$ cat config.mk
export PLATFORM = sky130hd
export DESIGN_NAME = decade_counter_sequencer
export DESIGN_NICKNAME = d
export VERILOG_FILES = /design/src/rtl/decade_counter_sequencer.sv
export SDC_FILE = /design/constraint.sdc
export NUM_CORES = 1
export LEC_CHECK = 0
export CAP_MARGIN = 10
export CORE_MARGIN = 2
export CORE_UTILIZATION = 40
export CTS_BUF_LIST = sky130_fd_sc_hd__clkbuf_4 sky130_fd_sc_hd__clkbuf_8 sky130_fd_sc_hd__clkbuf_16
export DETAILED_ROUTE_END_ITERATION = 8
export PLACE_DENSITY = 0.67
export SLEW_MARGIN = 20
export SYNTH_ARGS = -nofsm -noshare
export SYNTH_HDL_FRONTEND = slang
export SYNTH_SLANG_ARGS = --single-unit
$ cat constraint.sdc
create_clock -name clk -period 1.63 [get_ports clk]
set_input_delay 0.326 -clock clk [delete_from_list [all_inputs] [get_ports clk]]
set_output_delay 0.326 -clock clk [all_outputs]
set_load 0.01 [all_outputs]
$ cat src/rtl/decade_counter_sequencer.sv
// Single-clock BCD decade counter chain with preset, terminal-limit compare and
// an IDLE/RUN/PAUSE/DONE sequencer driven by prioritised panel commands.
module decade_counter_sequencer #(
  parameter int unsigned DIGITS = 2
) (
  input  logic                clk,
  input  logic                reset,
  input  logic                start,
  input  logic                stop,
  input  logic                clear,
  input  logic                load,
  input  logic [4*DIGITS-1:0] load_val,
  input  logic [4*DIGITS-1:0] limit,
  input  logic                up_dn,
  input  logic                auto_reload,
  output logic [4*DIGITS-1:0] count,
  output logic [1:0]          state,
  output logic                busy,
  output logic                done,
  output logic                carry_out
);

  localparam int unsigned W = 4 * DIGITS;

  typedef enum logic [1:0] {
    IDLE  = 2'd0,
    RUN   = 2'd1,
    PAUSE = 2'd2,
    DONE  = 2'd3
  } state_t;

  state_t         state_q, state_d;
  logic [W-1:0]   count_q, count_d;
  logic [W-1:0]   preset_q, preset_d;
  logic           done_q, done_d;
  logic           carry_q, carry_d;
  logic [W-1:0]   stepped;
  logic           wrap;

  // Clamp any non-decimal digit to 9 so the chain never holds invalid BCD.
  function automatic logic [W-1:0] bcd_sat(input logic [W-1:0] v);
    logic [W-1:0] r;
    logic [3:0]   d;
    r = '0;
    for (int unsigned i = 0; i < DIGITS; i++) begin
      d = v[4*i +: 4];
      r[4*i +: 4] = (d > 4'd9) ? 4'd9 : d;
    end
    return r;
  endfunction

  // Returns {full_scale_wrap, next_value}.
  function automatic logic [W:0] bcd_inc(input logic [W-1:0] v);
    logic [W-1:0] r;
    logic         c;
    r = v;
    c = 1'b1;
    for (int unsigned i = 0; i < DIGITS; i++) begin
      if (c) begin
        if (v[4*i +: 4] == 4'd9) begin
          r[4*i +: 4] = 4'd0;
        end else begin
          r[4*i +: 4] = v[4*i +: 4] + 4'd1;
          c = 1'b0;
        end
      end
    end
    return {c, r};
  endfunction

  function automatic logic [W:0] bcd_dec(input logic [W-1:0] v);
    logic [W-1:0] r;
    logic         b;
    r = v;
    b = 1'b1;
    for (int unsigned i = 0; i < DIGITS; i++) begin
      if (b) begin
        if (v[4*i +: 4] == 4'd0) begin
          r[4*i +: 4] = 4'd9;
        end else begin
          r[4*i +: 4] = v[4*i +: 4] - 4'd1;
          b = 1'b0;
        end
      end
    end
    return {b, r};
  endfunction

  always_comb begin
    state_d  = state_q;
    count_d  = count_q;
    preset_d = preset_q;
    done_d   = 1'b0;
    carry_d  = 1'b0;
    {wrap, stepped} = up_dn ? bcd_inc(count_q) : bcd_dec(count_q);

    if (clear) begin
      count_d = '0;
      state_d = IDLE;
    end else if (load) begin
      preset_d = bcd_sat(load_val);
      count_d  = bcd_sat(load_val);
    end else if (stop) begin
      if (state_q == RUN) state_d = PAUSE;
    end else if (start) begin
      case (state_q)
        IDLE, PAUSE: state_d = RUN;
        DONE: begin
          state_d = RUN;
          count_d = preset_q;
        end
        default: ;
      endcase
    end else if (state_q == RUN) begin
      // Count is always valid BCD, so a limit with a digit > 9 can never match.
      if (count_q == limit) begin
        done_d = 1'b1;
        if (auto_reload) count_d = preset_q;
        else             state_d = DONE;
      end else begin
        count_d = stepped;
        carry_d = wrap;
      end
    end
  end

  always_ff @(posedge clk) begin
    if (reset) begin
      state_q  <= IDLE;
      count_q  <= '0;
      preset_q <= '0;
      done_q   <= 1'b0;
      carry_q  <= 1'b0;
    end else begin
      state_q  <= state_d;
      count_q  <= count_d;
      preset_q <= preset_d;
      done_q   <= done_d;
      carry_q  <= carry_d;
    end
  end

  assign count     = count_q;
  assign state     = state_q;
  assign busy      = (state_q == RUN);
  assign done      = done_q;
  assign carry_out = carry_q;

endmodule
==> flow_summary.json, run 1 <==
{
  "critical_path.max_fanout": 5,
  "n_clock_buffer": 4,
  "post_cts.repair.setup_buffers": 9,
  "n_all_buffers": 97,
  "required_ns": 1.80,
  "max_stage_delay_ns": 0.36,
  "synth_cells": 209,
  "drtAntennaViolNets": 0,
  "drt-initial-drc-count": 128,
  "initial_antenna_violation_count": 0,
  "total_area_of_multi_input_combinational_cells_um2": 1390,
  "critPathArrivalTime_ns": 1.76,
  "timing.final.setup_violations": 0,
  "global_route.usage.met3": 0.0228,
  "run_status": "finished clean",
  "totalNegativeSetupSlack_ns": 0,
  "n_antenna_cell": 0,
  "grt_setup_unrepaired": "yes",
  "grt_pass1_vias": 1706,
  "grt_most_used_layer": "met2",
  "worst-setup-path-type": "input port to flop",
  "leakage_power_summed_over_all_cells_uw": 0.00115,
  "timing.hold.worst.start": "preset_q[7]$_SDFFE_PP0P_"
}
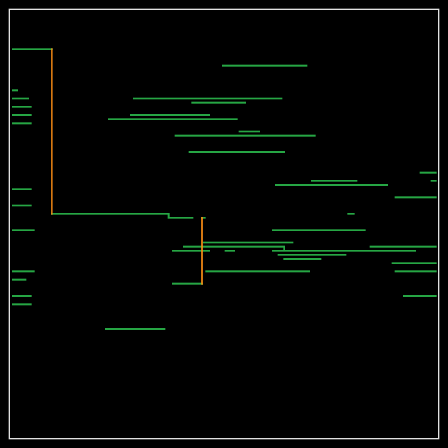
run_1/layers.png
Only two layers are drawn.
[M3] green | wire length: 380 um
[M4] orange | wire length: 38.1 um
vias: 1940
average wire per cell in the routed design: 15.1 um

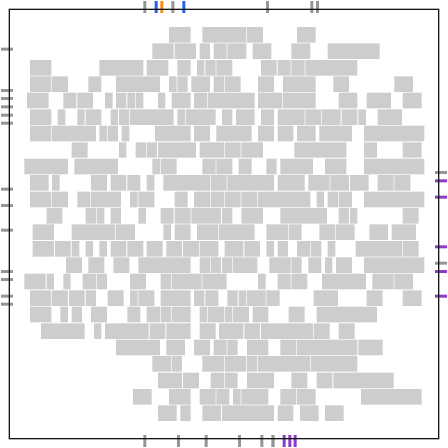
run_1/pinout.png
Pins as bars across the die edge, other pins in gray.
[state] blue | pins: 2 | direction: output | edge: top
[auto_reload] orange | pins: 1 | direction: input | edge: top
[limit] purple | pins: 8 | direction: input | edge: 5 right, 3 bottom
all pins by edge: 13 left, 9 bottom, 8 top, 7 right
horizontal die size: 70.7 um
# port buffers: 36

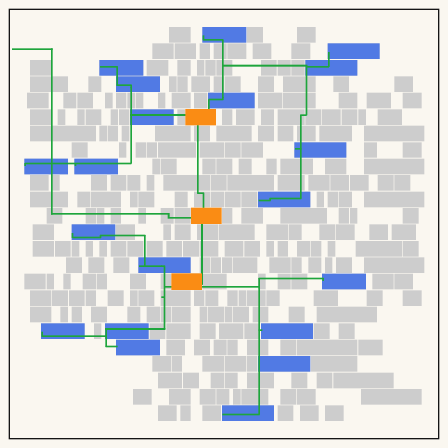
run_1/clock_wires.png
[flip-flops] blue | count: 20
[clock-net drivers] orange | count: 3
[clock wires] green | length: 331 um
routed clock nets: 4
clock insertion delay at the later pin of the skew report: 0.26 ns
part of the power in the clock network: 0.272
skew final: 0.00160 ns
power of the clock network: 402 uW

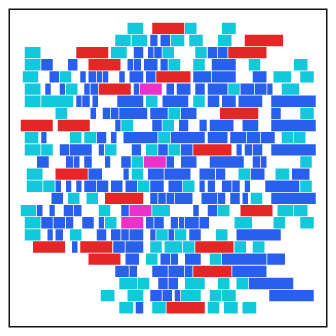
run_1/class_map.png
[clock drivers and dummy loads] magenta | cells: 4 | share of their area: 2.0%
[remaining buffers and delay cells] cyan | cells: 97 | share of their area: 31%
[registers] red | cells: 20 | share of their area: 16%
[remaining logic cells] blue | cells: 174 | share of their area: 52%
sequential share of cell area: 0.154
Post-Route Utilization: 0.649
Finished Cell Area: 2810 um^2
core area: 4320 um^2
Std-Cell Rows: 24

run_1/congestion_map.png
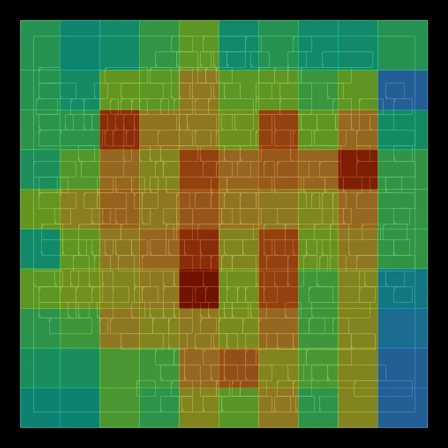

--- run 2 (diff from run 1) ---
--- a/config.mk
+++ b/config.mk
@@ -11,6 +11,8 @@
 export CTS_BUF_LIST = sky130_fd_sc_hd__clkbuf_4 sky130_fd_sc_hd__clkbuf_8 sky130_fd_sc_hd__clkbuf_16
 export DETAILED_ROUTE_END_ITERATION = 8
 export PLACE_DENSITY = 0.67
+export SKIP_CTS_REPAIR_TIMING = 1
+export SKIP_LAST_GASP = 1
 export SLEW_MARGIN = 20
 export SYNTH_ARGS = -nofsm -noshare
 export SYNTH_HDL_FRONTEND = slang
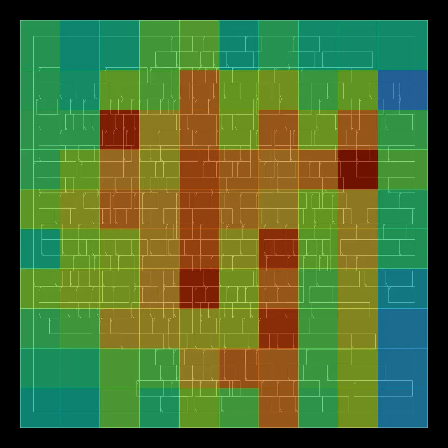
run_2/congestion_map.png
GR Layer Usage met3: 0.0228
average wire per cell in the routed design: 15.2 um

==> run 2 against run 1 <==
Compared with the run above:
- count of clock-buffer cells in the layout did not move
- largest power group unchanged
- critical endpoint is now count[2]$_SDFFE_PP0P_
- worst setup slack got worse by 0.0039 ns
- first-iteration DRC count did not move
- final area rose by 0.62%
- highest routed layer unchanged
- die size did not move
==> flow_summary.json, run 2 <==
{
  "run_status": "finished clean",
  "critPathArrivalTime_ns": 1.78,
  "pwr-share-seq": 0.356,
  "critical_path.max_fanout": 6,
  "timing.final.setup_violations": 0,
  "p_clk_uw": 405,
  "drtAntennaViolNets": 0,
  "clock_power_share": 0.275,
  "grt_pass1_vias": 1658,
  "n_antenna_cell": 0,
  "initial_antenna_violation_count": 0,
  "drt-initial-drc-count": 128,
  "routed-via-count": 1913,
  "synth.top_cells.by_count": "nand2_1, dfxtp_1, nor2_1",
  "finClkSkew_ns": 0.00198,
  "port-buffer-count": 36,
  "totalNegativeSetupSlack_ns": 0,
  "max_stage_delay_ns": 0.38,
  "required_ns": 1.81,
  "layout_top_cells_excl_fill_tap": "buf_4, nand2_1, dlymetal6s2s_1, clkdlybuf4s50_1, a21oi_1",
  "clock_insertion_delay_worst_skew_ns": 0.27,
  "whs_ns": 0.481,
  "lay_top_count": "buf_4",
  "post-place-cells": 332,
  "n_clock_buffer": 4,
  "synth_cells": 209,
  "grt_most_used_layer": "met2",
  "placement_rows": 24,
  "grt_setup_unrepaired": "yes",
  "n_all_buffers": 95,
  "leakage_power_summed_over_all_cells_uw": 0.00130,
  "cell_area_synth_um2": 1780,
  "share_of_total_power_consumed_by_net_switching": 0.317,
  "drc": 0,
  "finish.utilization": 0.653,
  "timing.hold.worst.start": "preset_q[3]$_SDFFE_PP0P_",
  "worst-setup-path-type": "flop to flop",
  "floorplan.core_area_um2": 4320,
  "sequential_share_of_cell_area": 0.151,
  "post-route-cell-area_um2": 2830,
  "synth.avg_cell_area_um2": 8.52,
  "chipWidth_um": 70.7,
  "total_area_of_multi_input_combinational_cells_um2": 1370,
  "detail_route.wirelength.met1_um": 2400,
  "timing.rr.end": "count[2]$_SDFFE_PP0P_"
}
No activity file was given, so power comes from the tool's default toggle rates.
